<file path="config.mk">
export PLATFORM = sky130hd
export DESIGN_NAME = alu_wb_stage
export DESIGN_NICKNAME = d
export VERILOG_FILES = /design/src/rtl/alu_pkg.sv /design/src/rtl/wb_fifo.sv /design/src/rtl/alu_wb_stage.sv
export SDC_FILE = /design/constraint.sdc
export NUM_CORES = 1
export LEC_CHECK = 0
export ABC_AREA = 1
export ABC_CLOCK_PERIOD_IN_PS = 1420
export CORE_UTILIZATION = 42
export DETAILED_ROUTE_END_ITERATION = 10
export GPL_TIMING_DRIVEN = 0
export PLACE_DENSITY_LB_ADDON = 0.15
export SLEW_MARGIN = 20
export SYNTH_ARGS = -nofsm -noshare
export SYNTH_HDL_FRONTEND = slang
export SYNTH_SLANG_ARGS = --single-unit
</file>
<file path="constraint.sdc">
create_clock -name clk -period 1.42 [get_ports clk]
set_input_delay 0.355 -clock clk [delete_from_list [all_inputs] [get_ports clk]]
set_output_delay 0.355 -clock clk [all_outputs]
set_load 0.02 [all_outputs]
</file>
<file path="src/rtl/alu_pkg.sv">
// Shared definitions for the ALU execute-to-writeback slice:
// opcode encodings, the buffered writeback entry and opcode-class helpers.
package alu_pkg;

  localparam logic [3:0] OP_ADD = 4'b0000;
  localparam logic [3:0] OP_SUB = 4'b0001;
  localparam logic [3:0] OP_AND = 4'b0010;
  localparam logic [3:0] OP_OR  = 4'b0011;
  localparam logic [3:0] OP_SHL = 4'b0100;
  localparam logic [3:0] OP_SHR = 4'b0101;

  // Default register-address width of the writeback entry.
  localparam int WB_RADDR_W = 3;

  typedef struct packed {
    logic [7:0]            data;
    logic [WB_RADDR_W-1:0] rd;
    logic                  wen;
  } wb_entry_t;

  // ADD/SUB own the carry flag.
  function automatic logic is_arith(input logic [3:0] op);
    return (op == OP_ADD) || (op == OP_SUB);
  endfunction

  // SHL/SHR own the shift-out flag.
  function automatic logic is_shift(input logic [3:0] op);
    return (op == OP_SHL) || (op == OP_SHR);
  endfunction

  // AND/OR touch no carry/shift flag but still produce a real result.
  function automatic logic is_logic(input logic [3:0] op);
    return (op == OP_AND) || (op == OP_OR);
  endfunction

endpackage

</file>
<file path="src/rtl/wb_fifo.sv">
// In-order writeback buffer: DEPTH entries, explicit pointer wrap so any
// DEPTH in 2..8 works, and a flush that empties it in one cycle.
module wb_fifo
  import alu_pkg::*;
#(
  parameter  int  DEPTH   = 2,
  parameter  type entry_t = wb_entry_t,
  localparam int  CNT_W   = $clog2(DEPTH + 1),
  localparam int  PTR_W   = $clog2(DEPTH)
) (
  input  logic             clk,
  input  logic             reset,
  input  logic             flush,
  input  logic             push,
  input  entry_t           wr_entry,
  input  logic             pop,
  output entry_t           rd_entry,
  output logic [CNT_W-1:0] count
);

  localparam logic [PTR_W-1:0] LAST_PTR = PTR_W'(DEPTH - 1);

  entry_t           mem [DEPTH];
  logic [PTR_W-1:0] wr_ptr;
  logic [PTR_W-1:0] rd_ptr;

  // Head entry drives the outputs directly; no bypass from the write port.
  assign rd_entry = mem[rd_ptr];

  // Entry storage: written on push only.
  always_ff @(posedge clk) begin
    if (reset) begin
      // NOTE: storage is reset because the head entry feeds the outputs
      // straight through and those must read zero out of reset.
      for (int i = 0; i < DEPTH; i++) mem[i] <= '0;
    end else if (push && !flush) begin
      mem[wr_ptr] <= wr_entry;
    end
  end

  // Pointers and occupancy; flush returns everything to the empty state.
  always_ff @(posedge clk) begin
    if (reset || flush) begin
      // NOTE: sequential state uses non-blocking assignments so every
      // register samples pre-edge values regardless of statement order.
      wr_ptr <= '0;
      rd_ptr <= '0;
      count  <= '0;
    end else begin
      if (push) wr_ptr <= (wr_ptr == LAST_PTR) ? '0 : wr_ptr + PTR_W'(1);
      if (pop)  rd_ptr <= (rd_ptr == LAST_PTR) ? '0 : rd_ptr + PTR_W'(1);
      case ({push, pop})
        2'b10:   count <= count + CNT_W'(1);
        2'b01:   count <= count - CNT_W'(1);
        default: count <= count;
      endcase
    end
  end

endmodule

</file>
<file path="src/rtl/alu_wb_stage.sv">
// Execute-to-writeback stage: buffers ALU results for register-file
// writeback over valid/ready and owns the architectural flag register.
// Optional macro ALU_WB_ZERO_FLAG_EN adds a zero flag output (zero_q).
module alu_wb_stage
  import alu_pkg::*;
#(
  parameter  int DEPTH   = 2,
  parameter  int RADDR_W = WB_RADDR_W,
  localparam int CNT_W   = $clog2(DEPTH + 1)
) (
  input  logic               clk,
  input  logic               reset,
  input  logic               in_valid,
  output logic               in_ready,
  input  logic [3:0]         in_opcode,
  input  logic [7:0]         in_result,
  input  logic               in_carry,
  input  logic               in_shift,
  input  logic [RADDR_W-1:0] in_rd,
  input  logic               in_wen,
  input  logic               flush,
  output logic               out_valid,
  input  logic               out_ready,
  output logic [7:0]         out_data,
  output logic [RADDR_W-1:0] out_rd,
  output logic               out_wen,
  output logic               carry_q,
  output logic               shift_q,
`ifdef ALU_WB_ZERO_FLAG_EN
  output logic               zero_q,
`endif
  output logic [CNT_W-1:0]   count
);

  // Entry layout follows the configured register-address width.
  typedef struct packed {
    logic [7:0]         data;
    logic [RADDR_W-1:0] rd;
    logic               wen;
  } entry_t;

  localparam logic [CNT_W-1:0] FULL_CNT = CNT_W'(DEPTH);

  entry_t wr_entry;
  entry_t rd_entry;
  logic   push;
  logic   pop;

  // Full blocks input even when a pop is in progress; flush blocks it too.
  assign in_ready  = (count != FULL_CNT) && !flush;
  assign out_valid = (count != '0);
  assign push      = in_valid && in_ready;
  assign pop       = out_valid && out_ready;

  assign wr_entry  = '{data: in_result, rd: in_rd, wen: in_wen};
  assign out_data  = rd_entry.data;
  assign out_rd    = rd_entry.rd;
  assign out_wen   = rd_entry.wen;

  wb_fifo #(
    .DEPTH   (DEPTH),
    .entry_t (entry_t)
  ) u_fifo (
    .clk      (clk),
    .reset    (reset),
    .flush    (flush),
    .push     (push),
    .wr_entry (wr_entry),
    .pop      (pop),
    .rd_entry (rd_entry),
    .count    (count)
  );

  // Flags update at acceptance by opcode class; flush leaves them alone.
  always_ff @(posedge clk) begin
    if (reset) begin
      carry_q <= 1'b0;
      shift_q <= 1'b0;
    end else if (push) begin
      if (is_arith(in_opcode)) carry_q <= in_carry;
      if (is_shift(in_opcode)) shift_q <= in_shift;
    end
  end

`ifdef ALU_WB_ZERO_FLAG_EN
  // Zero flag tracks every real ALU result; NOP leaves it untouched.
  always_ff @(posedge clk) begin
    if (reset) begin
      zero_q <= 1'b0;
    end else if (push && (is_arith(in_opcode) || is_logic(in_opcode) ||
                          is_shift(in_opcode))) begin
      zero_q <= (in_result == 8'h00);
    end
  end
`endif

endmodule

</file>
==> flow_summary.json <==
{
  "worstSetupEndpointType": "output port",
  "grt_usage": 0.1905,
  "firstDrtPassIters": 4,
  "htree_levels": 2,
  "gp_congestion": 0.6329,
  "worst_slew_pin_slew_ps": 368.8,
  "worstPathArrival_ps": 1300,
  "fmaxAchievable_mhz": 604.8,
  "grt_pass1_vias": 1145,
  "clock_sinks": 31,
  "grt_max_degree": 13,
  "syn_area_um2": 1445,
  "slew_viol_final": 0,
  "fin_crit_sh": 1.164,
  "cp_max_fo": 5,
  "placed_area_um2": 1919,
  "antenna_found_initial": 0,
  "syn_nets": 154,
  "synthCells": 130,
  "ys_seq_elements": 31,
  "timing.final.crit_period_ps": 1653,
  "dieArea_um2": 3680,
  "warnings": 30,
  "edf_count": 24,
  "setup_viol": 12,
  "fin_ws_ps": -233.5,
  "via_per_inst": 4.686,
  "synthTopCellsByCount": "24 x edfxtp_1, 24 x nor2_1, 21 x inv_1",
  "run_status": "finished, violations left",
  "critPathKind": "reg2out",
  "die_w_um": 60.66,
  "post_drt_wl_per_cell_um": 13.21,
  "rsz0062_at_grt": "yes",
  "dp_cells": 213,
  "critPathLaunchType": "register",
  "ant_nets": 0,
  "topCellsByArea": "edfxtp_1 50%, dfxtp_1 9.7%, mux2_2 9.4%",
  "area_growth_pct": 56.28,
  "drive_gt1_frac": 0.4103,
  "drtIter0Drc": 34,
  "ys_cells": 130,
  "cp.required_ps": 1070,
  "violations": "negative setup slack",
  "p_per_area_nw_per_um2": 821.8,
  "fin_worst_hold_slack_ps": 483.9,
  "slew_headroom": 0.7542,
  "yosysTopAreaCell": "edfxtp_1",
  "hold_class": "reg2reg"
}
==> flip-flops by register name, indices dropped and copies added (netlist names), named ones only <==
name,cells
carry_q,1
u_fifo.wr_ptr,1
u_fifo.count,2
u_fifo.rd_ptr,1
shift_q,1
u_fifo.mem,24
==> layout make-up <==
cell class / instances / area, µm²
Timing Repair Buffer: 55 / 540.5
Tap cell: 44 / 55.05
Fill cell: 251 / 894.6
Clock buffer: 8 / 48.80
Sequential cell: 31 / 872.1
Multi-Input combinational cell: 76 / 603.1
Inverter: 22 / 88.84
Buffer: 3 / 50.05
==> placed cells by master, fill, tap and decap left out, drive strengths merged <==
cell,n
a21oi,5
buf,33
clkbuf,10
clkdlybuf4s50,17
mux2,12
edfxtp,24
clkinvlp,1
nand2,14
nand3,3
dlygate4sd2,6
and3,1
nand3b,1
ha,1
nor2,33
nand4,2
inv,21
o21a,1
o21ai,3
dfxtp,7
==> per-stage QoR <==
stage	utilization	power [mW]	setup slack [ps]
after CTS	0.6909	1.841	-260.7
after floorplan	-	1.189	-53.55
final	0.7163	1.856	-233.5
after global routing	0.7163	1.938	-288.4
after global placement	0.6087	1.322	-641.0
after detailed placement	0.6087	1.330	-684.0
==> what timing repair did <==
action / in CTS / in global routing
hold endpoints to repair: 0 / 0
setup buffers: 13 / 2
gates cloned: 1 / 2
setup endpoints to repair: 44 / 42
pin swaps: 3 / 5
resized: 110 / 18
==> routing by layer <==
layer  global-route usage  wire length (µm)  part of all wire  vias up
met4               0.1071                62             0.020        0
met3              0.04478               174             0.055        7
li1                     -                 -                 -      562
met2               0.3705              1720              0.54       37
met1               0.1806              1201              0.38      514
met5                    0                 0                 0        -
==> cells by family after synthesis <==
| group | count (synthesis) | share of synthesized area |
|---|---|---|
| and+or+nand+nor | 52 | 0.1853 |
| DFF | 31 | 0.5957 |
| buffers and inverters | 25 | 0.07619 |
| muxes | 12 | 0.09351 |
| AOI/OAI and AO/OA | 9 | 0.04070 |
| adders and majority gates | 1 | 0.008657 |
==> worst max-delay path, stage by stage (launching register included) <==
cell and delay, ps:
dfxtp_4 400, buf_8 140, mux2_4 310, buf_6 130
==> final timing paths <==
kind	to	slack, ps	cells past startpoint
max	out_rd[2]	-230	3
max reg2reg	u_fifo.mem[0][5]$_SDFFCE_PN0P_	40	6
min	carry_q$_SDFFE_PP0P_	480	2
min reg2reg	carry_q$_SDFFE_PP0P_	480	2
==> where the power goes <==
group          total [mW]  switching, mW  internal [mW]
logic               0.354          0.165          0.189
registers            1.03         0.0167           1.01
clock network       0.474          0.277          0.197
Fig. 1: cells colored by class
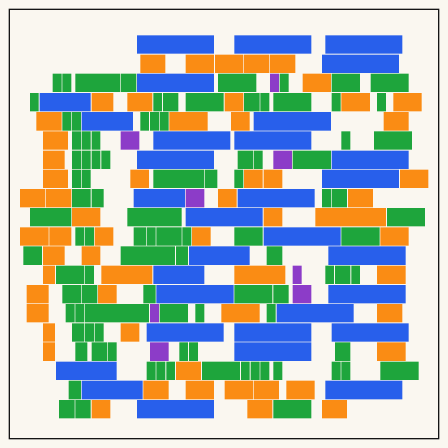
| class | color | cells |
|---|---|---|
| clock drivers and dummy loads | purple | 8 |
| other buffers and delay cells | orange | 58 |
| flip-flops | blue | 31 |
| all other logic | green | 98 |

Fig. 2: register map, names as in the netlist
Scale bar: 20 µm. Other sequential cells in the stronger gray, the rest of the logic in the fainter gray.
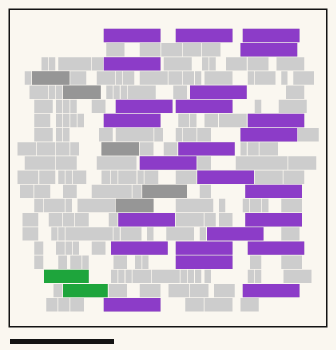
| signal | color | sequential cells |
|---|---|---|
| `u_fifo.count` | green | 2 |
| `u_fifo.mem` | purple | 24 |
not colored: 5

Fig. 3: met3 routing
Scale bar: 20 µm.
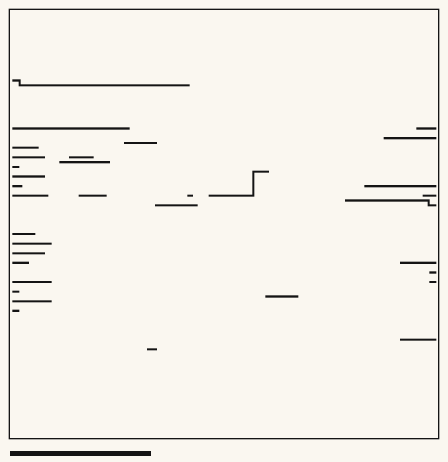
wire length on this layer: 174 µm
main direction: horizontal
routing usage on met3: 0.04478
Post-Route WL: 3.158 mm
via count: 1120

Fig. 4: local utilization
The die is cut into 6 by 6 equal tiles; white is low, dark blue is high, 0 to 100% covered.
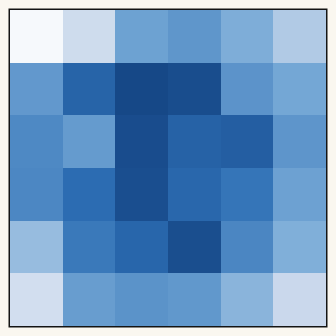
tiles over 75% full: 31%
fullest tile: 90%
densest ninth of the die: center
mean over tiles: 60%
emptiest ninth of the die: north-west
Initial Util: 0.4583
Final Core Density: 0.7163
core footprint: 3153 µm²

Fig. 5: placed standard cells
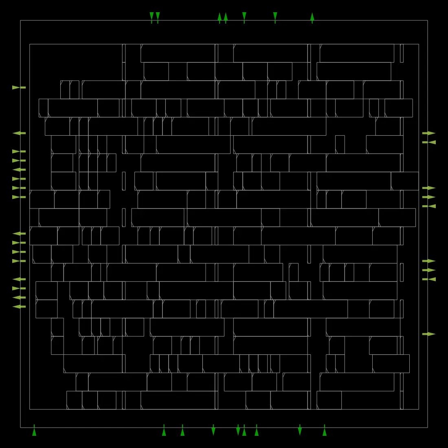
fill count: 251
post-route insts no fill: 239

Power is estimated from default activity; no workload was simulated.
